===== config.mk =====
export PLATFORM = sky130hd
export DESIGN_NAME = car_sequencer
export DESIGN_NICKNAME = d
export VERILOG_FILES = /design/src/rtl/car_sequencer.sv
export SDC_FILE = /design/constraint.sdc
export NUM_CORES = 1
export LEC_CHECK = 0
export ABC_AREA = 1
export CORE_MARGIN = 3
export CORE_UTILIZATION = 45
export CTS_CLUSTER_SIZE = 28
export DETAILED_ROUTE_END_ITERATION = 8
export PLACE_DENSITY = 0.69
export SLEW_MARGIN = 10
export SYNTH_ARGS = -nofsm -noshare
export SYNTH_HDL_FRONTEND = slang
export SYNTH_SLANG_ARGS = --single-unit
export TNS_END_PERCENT = 20

===== constraint.sdc =====
create_clock -name MCLK -period 2.7 [get_ports MCLK]
set_clock_uncertainty 0.2 [all_clocks]
set_input_delay 0.81 -clock MCLK [delete_from_list [all_inputs] [get_ports MCLK]]
set_output_delay 0.81 -clock MCLK [all_outputs]
set_load 0.02 [all_outputs]

===== src/rtl/car_sequencer.sv =====
// rtl/car_sequencer.sv - Control address register sequencer for the microcode control ROM
// Steps CAR through reset-vector, fetch, execute and interrupt-entry microsequences.
module car_sequencer #(
  parameter int CAR_BITS   = 6,
  parameter int CAR_FETCH  = 1,
  parameter int CAR_RESET0 = 2,
  parameter int RESET_LEN  = 3,
  parameter int CAR_INT0   = 5,
  parameter int INT_LEN    = 6
) (
  input  logic                MCLK,
  input  logic                RST_n,
  input  logic [CAR_BITS-1:0] CAR_DECODED,
  input  logic                IW_VALID,
  input  logic                SEQ_END,
  input  logic                STALL,
  input  logic                INT_REQ,
  output logic [CAR_BITS-1:0] CAR,
  output logic                INT_ACK,
  output logic                ILLEGAL,
  output logic                IN_FETCH
);

  localparam int CNT_MAX  = (RESET_LEN > INT_LEN) ? RESET_LEN : INT_LEN;
  localparam int CNT_BITS = $clog2(CNT_MAX) + 1;

  localparam logic [CAR_BITS-1:0] L_FETCH  = CAR_BITS'(CAR_FETCH);
  localparam logic [CAR_BITS-1:0] L_RESET0 = CAR_BITS'(CAR_RESET0);
  localparam logic [CAR_BITS-1:0] L_INT0   = CAR_BITS'(CAR_INT0);
  localparam logic [CNT_BITS-1:0] L_RESET_LAST = CNT_BITS'(RESET_LEN - 1);
  localparam logic [CNT_BITS-1:0] L_INT_LAST   = CNT_BITS'(INT_LEN - 1);

  // Both fixed microsequences must fit inside the control ROM address space.
  generate
    if (RESET_LEN < 1 || INT_LEN < 1 ||
        CAR_RESET0 + RESET_LEN > (1 << CAR_BITS) ||
        CAR_INT0 + INT_LEN > (1 << CAR_BITS)) begin : g_bad_params
      $error("car_sequencer: microsequence parameters exceed CAR address space");
    end
  endgenerate

  typedef enum logic [1:0] {
    S_RESET,
    S_FETCH,
    S_EXEC,
    S_INT
  } state_t;

  state_t              r_state;
  logic [CAR_BITS-1:0] r_car;
  logic [CNT_BITS-1:0] r_cnt;
  logic                r_int_ack;
  logic                r_illegal;
  logic                r_in_fetch;

  logic [CNT_BITS-1:0] w_cnt_inc;
  logic [CAR_BITS-1:0] w_car_inc;

  assign w_cnt_inc = r_cnt + CNT_BITS'(1);
  assign w_car_inc = r_car + CAR_BITS'(1);

  always_ff @(posedge MCLK) begin
    if (!RST_n) begin
      r_state    <= S_RESET;
      r_car      <= L_RESET0;
      r_cnt      <= '0;
      r_int_ack  <= 1'b0;
      r_illegal  <= 1'b0;
      r_in_fetch <= 1'b0;
    end else if (STALL) begin
      r_int_ack <= 1'b0;
      r_illegal <= 1'b0;
    end else begin
      r_int_ack <= 1'b0;
      r_illegal <= 1'b0;
      case (r_state)
        S_RESET: begin
          if (r_cnt == L_RESET_LAST) begin
            r_state    <= S_FETCH;
            r_car      <= L_FETCH;
            r_cnt      <= '0;
            r_in_fetch <= 1'b1;
          end else begin
            r_cnt <= w_cnt_inc;
            r_car <= L_RESET0 + CAR_BITS'(w_cnt_inc);
          end
        end
        S_FETCH: begin
          r_car <= L_FETCH;
          if (IW_VALID) begin
            if (CAR_DECODED != '0) begin
              r_state    <= S_EXEC;
              r_car      <= CAR_DECODED;
              r_in_fetch <= 1'b0;
            end else begin
              r_illegal <= 1'b1;
            end
          end
        end
        S_EXEC: begin
          if (SEQ_END) begin
            if (INT_REQ) begin
              r_state   <= S_INT;
              r_car     <= L_INT0;
              r_cnt     <= '0;
              r_int_ack <= 1'b1;
            end else begin
              r_state    <= S_FETCH;
              r_car      <= L_FETCH;
              r_in_fetch <= 1'b1;
            end
          end else if (&r_car) begin
            // Running off the top of the ROM is treated as a bad microprogram, not a wrap.
            r_state    <= S_FETCH;
            r_car      <= L_FETCH;
            r_illegal  <= 1'b1;
            r_in_fetch <= 1'b1;
          end else begin
            r_car <= w_car_inc;
          end
        end
        S_INT: begin
          if (r_cnt == L_INT_LAST) begin
            r_state    <= S_FETCH;
            r_car      <= L_FETCH;
            r_cnt      <= '0;
            r_in_fetch <= 1'b1;
          end else begin
            r_cnt <= w_cnt_inc;
            r_car <= L_INT0 + CAR_BITS'(w_cnt_inc);
          end
        end
        default: begin
          r_state    <= S_FETCH;
          r_car      <= L_FETCH;
          r_cnt      <= '0;
          r_in_fetch <= 1'b1;
        end
      endcase
    end
  end

  assign CAR      = r_car;
  assign INT_ACK  = r_int_ack;
  assign ILLEGAL  = r_illegal;
  assign IN_FETCH = r_in_fetch;

endmodule


**Run 1: placed cells, one color a class**

The bar under the picture is 20 µm long.
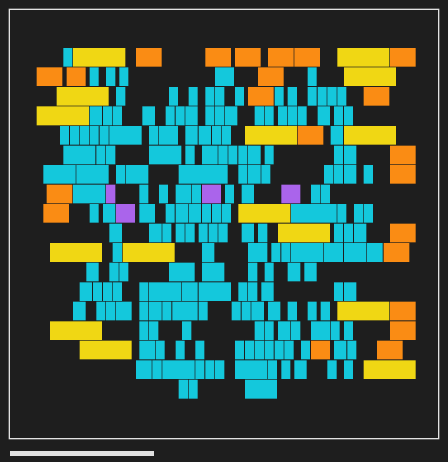
[other buffers and delay cells] orange | cells: 22
[all other logic] cyan | cells: 194
[flip-flops] yellow | cells: 15
[clock drivers and dummy loads] purple | cells: 4
Core Util, Final: 0.5934
Core Area: 2613 µm²
row count: 18

**Run 1: sequential cells colored by netlist name**

The bar under the picture is 20 µm long. Other sequential cells in the stronger gray, the rest of the logic in the fainter gray.
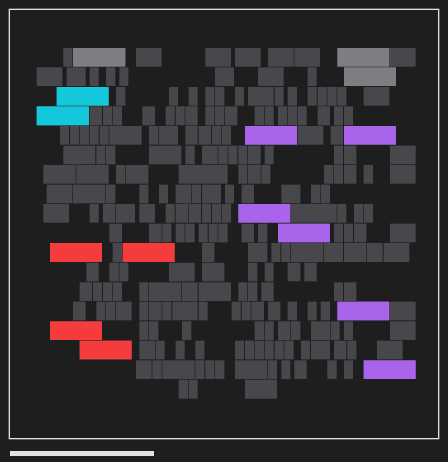
[CAR] purple | flops: 6
[r_cnt] red | flops: 4
[r_state] cyan | flops: 2
flop share of the area: 0.1937
register area: 300.3 µm²

**Run 1: selected gate families**

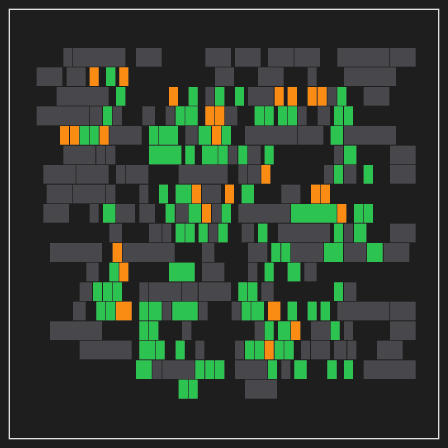
[NOR gates] orange | cells: 26
[NAND gates] green | cells: 94
multi-input logic portion of the cell area: 0.5440
Commonest Layout Cell: nand2_1

**Run 1: routed metal, one color a layer**

The bar under the picture is 20 µm long. Only two layers are drawn.
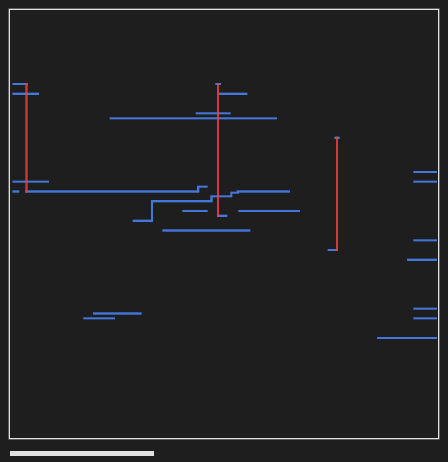
[met4] red | wire length: 49.0 µm
[met3] blue | wire length: 157 µm
DR WL/cell: 11.83 µm
GRT Overall Usage: 0.1897
routed vias: 1382
WL final: 3136 µm

==> impl_metrics.json, run 1 <==
{
  "status": "finished, final reports clean",
  "top_logic_kind": "simple AND/OR/NAND/NOR gates",
  "finalSetupTns_ps": 0,
  "grt_overflow": 0,
  "fin_nets": 259,
  "via_per_inst": 5.215,
  "clkSinkCount": 15,
  "yosys_warnings": 0,
  "grt_pass1_wl_um": 5216,
  "period_used_share": 0.9064,
  "timing_worst_setup_path_type": "reg -> out",
  "wl_met3_um": 157,
  "place_congestion": 0.9097,
  "yosys-top-cells-count": "nand2_1, inv_1, nor2_1",
  "grt_start_max_net_pins": 10,
  "cts_tree": "yes",
  "fin_cells": 265,
  "power_mw": 1.064,
  "wl_met2_um": 1440,
  "htreeDepth": 1,
  "hold_path_class": "reg -> reg",
  "area_growth_pct": 19.83,
  "cp-start-kind": "register",
  "path_max_fanout": 6,
  "synthDistinctLibCells": 29,
  "max_cap_viol_count": 0,
  "ctsResizeCount": 0,
  "cpLargestDelayFamily": "buffers and inverters",
  "root_buffer": "clkbuf_4",
  "synth.top_cell.area_share": 0.2321,
  "end_kind": "primary output",
  "async_reset_ff_frac": 0,
  "ys_sh_aoi": 0.1161,
  "clkPwrFrac": 0.125,
  "worst_pin_slew_ps": 437.7,
  "rsz0062_at_grt": "false",
  "post-route-cell-area_um2": 1550,
  "hold_violations": 0,
  "max_freq_ghz": 0.4086,
  "layout-drive-gt1-share": 0.06809,
  "avgSynthCellArea_um2": 6.131,
  "yosysCellCount": 211,
  "required_ps": 1690,
  "portBuffers": 20,
  "setup_viol": 0,
  "fin_crit_ps": 2447,
  "dieWidth_um": 59.62,
  "mux_share": 0,
  "ys_sh_adder": 0.1064,
  "postCtsHoldBufs": 0,
  "postCtsSetupRepairBufs": 0,
  "synth_cells": 211,
  "p_sw_frac": 0.4687,
  "slew_headroom": 0.7079,
  "io_pins": 21,
  "clk_latency_ps": 290,
  "num_antenna_cells": 0,
  "seqPwrFrac": 0.310,
  "cp.arrival_ps": 1440,
  "crit_slowest_cell": "clkdlybuf4s50_1",
  "initCoreUtil": 0.4952,
  "edf_count": 0,
  "top_cell": "nand2_1",
  "ys_sh_xor": 0.01354,
  "dpl-instance-area_um2": 1524,
  "ys_sh_simple": 0.4159,
  "antenna_found_initial": 0,
  "routedLengthMet1_um": 1489,
  "antenna_left": 0,
  "ir_drop_mv": 0.4278,
  "chipArea_um2": 3555,
  "area_leaders": "dfxtp_1, nand2_1, ha_1",
  "synth-area-yosys_um2": 1294,
  "cts_made_buffers": 3,
  "drv_slew": 0
}
## run 1: power groups by stage
stage / Clock (mW) / Combinational, mW / Sequential, mW
after global routing: 0.146 / 0.690 / 0.338
after floorplan: 0 / 0.421 / 0.346
after global placement: 0 / 0.590 / 0.332
final: 0.133 / 0.601 / 0.329
after CTS: 0.136 / 0.600 / 0.329
after detailed placement: 0 / 0.596 / 0.334
## run 1: final timing paths
kind | from | cells past startpoint | slack (ps) | to
setup / recovery | CAR[2] | 1 | 250 | CAR[2]
hold / removal | IN_FETCH | 2 | 290 | IN_FETCH
setup reg to reg | r_cnt[0] | 12 | 600 | CAR[3]
hold reg to reg | IN_FETCH | 2 | 290 | IN_FETCH
## run 1: sequential cells by signal, summed over array words and instances (netlist names)
signal	flops
r_cnt	4
CAR	6
INT_ACK	1
r_state	2
IN_FETCH	1
ILLEGAL	1
## run 1: kinds of logic after synthesis
kind of cell               Yosys count
xor gates and xnor gates             2
and+or+nand+nor                    122
buffers and inverters               36
adders and majority gates           11
DFF                                 15
AOI/OAI and AO/OA                   25
## run 1: cell usage in the layout (no fill, tap or decap), types with 2 or more instances in the layout
| cell | n |
|---|---|
| o21ai_1 | 2 |
| nand4_1 | 4 |
| inv_1 | 30 |
| buf_4 | 2 |
| dfxtp_1 | 15 |
| clkdlybuf4s50_1 | 20 |
| inv_2 | 3 |
| a21oi_1 | 12 |
| nand2_1 | 70 |
| nand3_2 | 2 |
| nand3_1 | 13 |
| ha_1 | 11 |
| clkbuf_4 | 3 |
| nor2_1 | 24 |
| nand3b_1 | 2 |
| o21ai_0 | 6 |
## run 1: through the flow
stage | hold WS, ps | setup WS [ps]
5_1_grt | 313.6 | 198.7
3_3_place_gp | 267.2 | 386.5
4_1_cts | 297.0 | 249.8
2_1_floorplan | 283.2 | 834.5
6_report | 290.4 | 252.7
3_5_place_dp | 276.2 | 303.0
## run 1: layout make-up
| cell class | count | area [µm²] |
|---|---|---|
| multi-input combinational | 160 | 843.3 |
| inverter | 34 | 127.6 |
| sequential | 15 | 300.3 |
| fill | 264 | 1062 |
| timing repair buffer | 22 | 215.2 |
| tap | 30 | 37.54 |
| clock buffer | 4 | 26.28 |
## run 1: routing by layer
| layer | track usage | up-vias |
|---|---|---|
| met2 | 0.3120 | 35 |
| met3 | 0.03922 | 6 |
| met5 | 0 | - |
| met1 | 0.2497 | 621 |
| met4 | 0.05380 | 0 |
| li1 | - | 720 |
==> run 2: changes to the inputs <==
CAP_MARGIN = 20   (was default)
**Run 2: placed cells, one color a class**

The bar under the picture is 20 µm long.
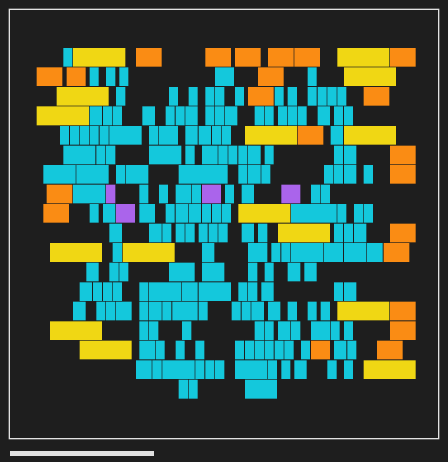
[all other logic] cyan | cells: 194
[clock drivers and dummy loads] purple | cells: 4
[other buffers and delay cells] orange | cells: 22
[flip-flops] yellow | cells: 15
Final Instance Area: 1550 µm²

==> run 2 against run 1 <==
- final cell count unchanged
- die area is the same
- critical path depth unchanged
==> impl_metrics.json, run 2 <==
{
  "dp_slack_ps": 303.0,
  "fin_crit_ps": 2447,
  "ys_sh_adder": 0.1064,
  "dieWidth_um": 59.62,
  "mux_share": 0,
  "synth_cells": 211,
  "top_cell": "nand2_1",
  "antenna_left": 0,
  "setup_viol": 0,
  "synth.top_cell.area_share": 0.2321,
  "grt_util_met3": 0.03922,
  "synthDistinctLibCells": 29,
  "cpLargestDelayFamily": "buffers and inverters",
  "ys_sh_simple": 0.4159,
  "fillers": 264,
  "initCoreUtil": 0.4952,
  "ff_latch_area_um2": 300.3,
  "top_logic_kind": "simple AND/OR/NAND/NOR gates",
  "cp-start-kind": "register",
  "clkSinkCount": 15,
  "chipArea_um2": 3555,
  "cp.arrival_ps": 1440,
  "crit_slowest_cell": "clkdlybuf4s50_1",
  "globalRouteMet1Util": 0.2497,
  "ys_sh_aoi": 0.1161,
  "max_freq_ghz": 0.4086,
  "ir_drop_mv": 0.4278,
  "period_used_share": 0.9064,
  "finalSetupTns_ps": 0,
  "root_buffer": "clkbuf_4",
  "area_growth_pct": 19.83,
  "area_leaders": "dfxtp_1, nand2_1, ha_1",
  "postCtsHoldBufs": 0,
  "clk_latency_ps": 290,
  "grtUsageMet2": 0.3120,
  "yosysCellCount": 211,
  "synth-area-yosys_um2": 1294,
  "holdWs_ps": 290.4,
  "vias": 1382,
  "avgSynthCellArea_um2": 6.131,
  "yosys_warnings": 0,
  "drv_slew": 0,
  "crit_cells": 1,
  "rrSetupSlack_ps": 600,
  "wl_um": 3136,
  "status": "finished, final reports clean",
  "ys_sh_xor": 0.01354,
  "cts_tree": "yes",
  "comb_area_um2": 843.3,
  "critPathCapture": "CAR[2]",
  "yosys-top-cells-count": "nand2_1, inv_1, nor2_1",
  "busiest_layer": "met2",
  "hpwl_um": 2542,
  "rows": 18,
  "rr_endpoint": "CAR[3]",
  "power_mw": 1.064,
  "place_congestion": 0.9097,
  "reg2regPathDepth": 12,
  "cts.clk_slew.worst_paths_ps": 100,
  "layout-drive-gt1-share": 0.06809,
  "layout_top_cell": "nand2_1",
  "slew_headroom": 0.7079,
  "cp-startpoint": "CAR[2]",
  "io_pins": 21,
  "final_cell_mix": "nand2_1, inv_1, nor2_1",
  "coreArea_um2": 2613,
  "fin_nets": 259,
  "largest_reg_flops": 6,
  "grt_overflow": 0,
  "path_max_fanout": 6,
  "async_reset_ff_frac": 0,
  "wl_per_cell_um": 11.83,
  "grt_start_max_net_pins": 10,
  "antenna_found_initial": 0,
  "r2r-start": "r_cnt[0]",
  "portBuffers": 20,
  "required_ps": 1690,
  "via_per_inst": 5.215,
  "end_kind": "primary output",
  "htreeDepth": 1,
  "firstDrtPassIters": 4,
  "setup_ws_ps": 252.7,
  "hold_violations": 0,
  "edf_count": 0,
  "timing_worst_setup_path_type": "reg -> out",
  "max_cap_viol_count": 0,
  "postCtsSetupRepairBufs": 0,
  "cts_made_buffers": 3
}
**Run 2: routed metal, one color a layer**

The bar under the picture is 20 µm long. Only two layers are drawn.
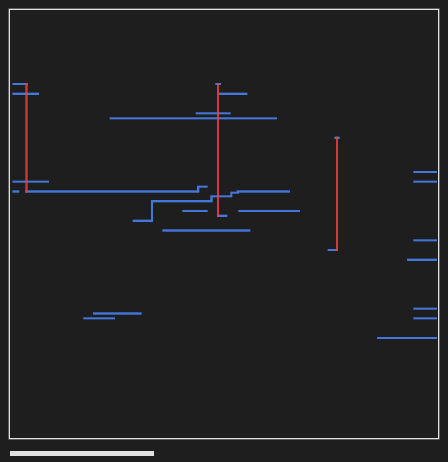
[met4] red | wire length: 49.0 µm
[met3] blue | wire length: 157 µm

## run 2: layer usage
metal / part of all wire / wire (µm)
met3: 0.050 / 157
met4: 0.015 / 48
met2: 0.46 / 1440
met1: 0.47 / 1489
met5: 0 / 0
## run 2: area by class of cell
class,count,share of cell area
multi-input combinational,160,0.5440
sequential,15,0.1937
timing repair buffer,22,0.1388
clock buffer,4,0.01695
inverter,34,0.08232
tap,30,0.02421
## run 2: cell families (layout without fill, tap and decap cells)
group                    after synthesis  count (layout)
AND/OR/NAND/NOR                      122             122
AND-OR/OR-AND                         25              25
flip-flops                            15              15
buffers and inverters                 36              60
XOR/XNOR                               2               2
adder cells (fa/ha/maj)               11              11
## run 2: metrics by stage
step,utilization,instance area [µm²]
after detailed placement,0.5833,1524
after global placement,0.5833,1524
after global routing,0.5934,1550
final,0.5934,1550
after floorplan,-,1294
after CTS,0.5934,1550
## run 2: worst min path at each step
stage | start | endpoint | slack [ps] | cells past startpoint
after floorplan | r_cnt[3] | r_cnt[3] | 280 | 2
after global placement | IN_FETCH | IN_FETCH | 270 | 2
after detailed placement | IN_FETCH | IN_FETCH | 280 | 2
after CTS | IN_FETCH | IN_FETCH | 300 | 2
after global routing | IN_FETCH | IN_FETCH | 310 | 2
final | IN_FETCH | IN_FETCH | 290 | 2
## run 2: power by group
part	internal (mW)	leakage (nW)	switching, mW
Sequential	0.266	0.122	0.0633
Combinational	0.242	0.595	0.360
Clock	0.0574	0.0150	0.0754
Total	0.565	0.732	0.498
==> run 3: changes to the inputs <==
GPL_ROUTABILITY_DRIVEN = 0   (was default)
**Run 3: routed metal, one color a layer**

The bar under the picture is 20 µm long. Only two layers are drawn.
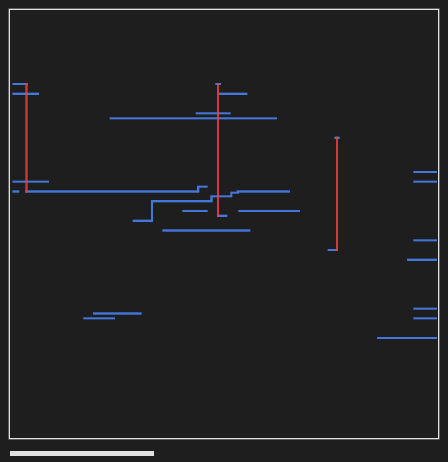
[met4] red | wire length: 49.0 µm
[met3] blue | wire length: 157 µm

**Run 3: selected gate families**

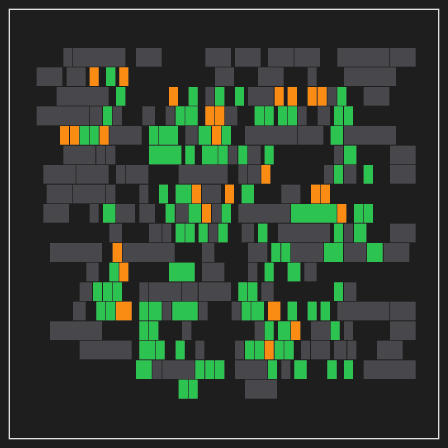
[NAND gates] green | cells: 94
[NOR gates] orange | cells: 26
Non-Filler Instances: 265

==> run 3 against run 2 <==
- via count did not move
- synthesized cell count stayed put
- total power unchanged
- maximum frequency is the same
- clock power is essentially flat
- first-iteration DRC count is the same
- final cell count stayed put
- utilization is the same
==> impl_metrics.json, run 3 <==
{
  "status": "finished, final reports clean",
  "rsz0062_at_grt": "false",
  "antenna_left": 0,
  "wl_per_cell_um": 11.83,
  "ctsResizeCount": 0,
  "io_pins": 21,
  "drv_slew": 0,
  "holdWs_ps": 290.4,
  "antenna_found_initial": 0,
  "power.density_nw_per_um2": 686.1,
  "hold_violations": 0,
  "cts.clk_slew.worst_paths_ps": 100,
  "drt_iter0_drc": 60,
  "first_global_vias": 1218,
  "cp_cell_sequence": "clkdlybuf4s50_1",
  "reg2regPathDepth": 12,
  "synth-area-yosys_um2": 1294,
  "hold_path_class": "reg -> reg",
  "r2r-start": "r_cnt[0]",
  "slew_headroom": 0.7079,
  "fin_nets": 259,
  "yosys_warnings": 0,
  "cp-start-kind": "register",
  "hp-start": "IN_FETCH",
  "syn_nets": 234,
  "synthDistinctLibCells": 29,
  "layout-drive-gt1-share": 0.06809,
  "edf_count": 0,
  "coreArea_um2": 2613,
  "timing_worst_setup_path_type": "reg -> out",
  "worst_pin_slew_ps": 437.7,
  "synth_cells": 211,
  "cpLargestDelayFamily": "buffers and inverters",
  "cts_tree": "yes",
  "end_kind": "primary output",
  "grt_overflow": 0,
  "initCoreUtil": 0.4952,
  "rr_endpoint": "CAR[3]",
  "max_freq_ghz": 0.4086,
  "vias": 1382,
  "cp.arrival_ps": 1440,
  "track_usage": 0.1897,
  "rows": 18,
  "chipArea_um2": 3555,
  "clkSinkCount": 15,
  "period_used_share": 0.9064,
  "yosysTopAreaCell": "dfxtp_1",
  "via_per_inst": 5.215,
  "path_max_fanout": 6,
  "slowest_delay_ps": 660,
  "clk_latency_ps": 290,
  "cts_made_buffers": 3,
  "rrSetupSlack_ps": 600,
  "syn_area_um2": 1294,
  "htreeDepth": 1,
  "clk_path_buf_depth": 2,
  "num_antenna_cells": 0,
  "comb_area_um2": 843.3,
  "ir_drop_mv": 0.4278,
  "area_leaders": "dfxtp_1, nand2_1, ha_1",
  "fin_crit_ps": 2447,
  "postCtsHoldBufs": 0,
  "ys.flop_type": "dfxtp_1",
  "firstDrtPassIters": 4,
  "synth_flops": 15,
  "postCtsSetupRepairBufs": 0,
  "avgSynthCellArea_um2": 6.131,
  "grt_pass1_wl_um": 5216,
  "drc": 0,
  "async_reset_ff_frac": 0,
  "top_cell": "nand2_1",
  "fillers": 264,
  "final_cell_mix": "nand2_1, inv_1, nor2_1",
  "dieHeight_um": 59.62,
  "yosysCellCount": 211,
  "hold_depth": 2,
  "root_buffer": "clkbuf_4",
  "crit_slowest_cell": "clkdlybuf4s50_1",
  "synth_seq_share": 0.2321,
  "tool_warnings": 33,
  "area_growth_pct": 19.83,
  "setup_viol": 0,
  "finalSetupTns_ps": 0,
  "ff_latch_area_um2": 300.3,
  "max_cap_viol_count": 0,
  "grt_start_max_net_pins": 10,
  "required_ps": 1690,
  "p_leak_nw": 0.7319,
  "worst-path-buf-inv": 1,
  "synth.top_cell.area_share": 0.2321,
  "whs_endpoint": "IN_FETCH",
  "dieWidth_um": 59.62,
  "portBuffers": 20,
  "wl_um": 3136,
  "hpwl_um": 2542,
  "layout_top_cell": "nand2_1",
  "yosys-top-cells-count": "nand2_1, inv_1, nor2_1",
  "largest_reg_flops": 6
}
## run 3: kinds of logic after synthesis
kind of cell             share of synthesized area
AND/OR/NAND/NOR                             0.4159
buffers and inverters                       0.1161
AND-OR/OR-AND                               0.1161
flip-flops                                  0.2321
adder cells (fa/ha/maj)                     0.1064
XOR/XNOR                                   0.01354
## run 3: worst max-delay path by stage
stage               cells after the start  startpoint        to
floorplan                              12    r_cnt[0]    CAR[3]
global placement                        9     SEQ_END  IN_FETCH
detailed placement                      7     SEQ_END  r_cnt[2]
CTS                                     1      CAR[2]    CAR[2]
global route                            1      CAR[2]    CAR[2]
finish                                  1      CAR[2]    CAR[2]
## run 3: final cells by class
class | count | share of cell area
Inverter | 34 | 0.08232
Tap cell | 30 | 0.02421
Clock buffer | 4 | 0.01695
Multi-Input combinational cell | 160 | 0.5440
Timing Repair Buffer | 22 | 0.1388
Sequential cell | 15 | 0.1937
## run 3: metrics by stage
stage | instance area, µm² | utilization | std cells | power (mW) | setup slack (ps)
after floorplan | 1294 | - | 211 | 0.7669 | 834.5
after global placement | 1524 | 0.5833 | 261 | 0.9218 | 386.5
after detailed placement | 1524 | 0.5833 | 261 | 0.9298 | 303.0
after CTS | 1550 | 0.5934 | 265 | 1.066 | 249.8
after global routing | 1550 | 0.5934 | 265 | 1.174 | 198.7
final | 1550 | 0.5934 | 265 | 1.064 | 252.7
## run 3: routing by layer
metal,global-route usage,wire length [µm],share of wire,vias to the layer above
li1,-,-,-,720
met3,0.03922,157,0.050,6
met4,0.05380,48,0.015,0
met5,0,0,0,-
met2,0.3120,1440,0.46,35
met1,0.2497,1489,0.47,621
## run 3: report_power, final
group / total (mW) / leakage [nW] / internal (mW) / switching [mW]
Clock: 0.133 / 0.0150 / 0.0574 / 0.0754
Sequential: 0.329 / 0.122 / 0.266 / 0.0633
Combinational: 0.601 / 0.595 / 0.242 / 0.360
Power and IR drop assume default switching activity.
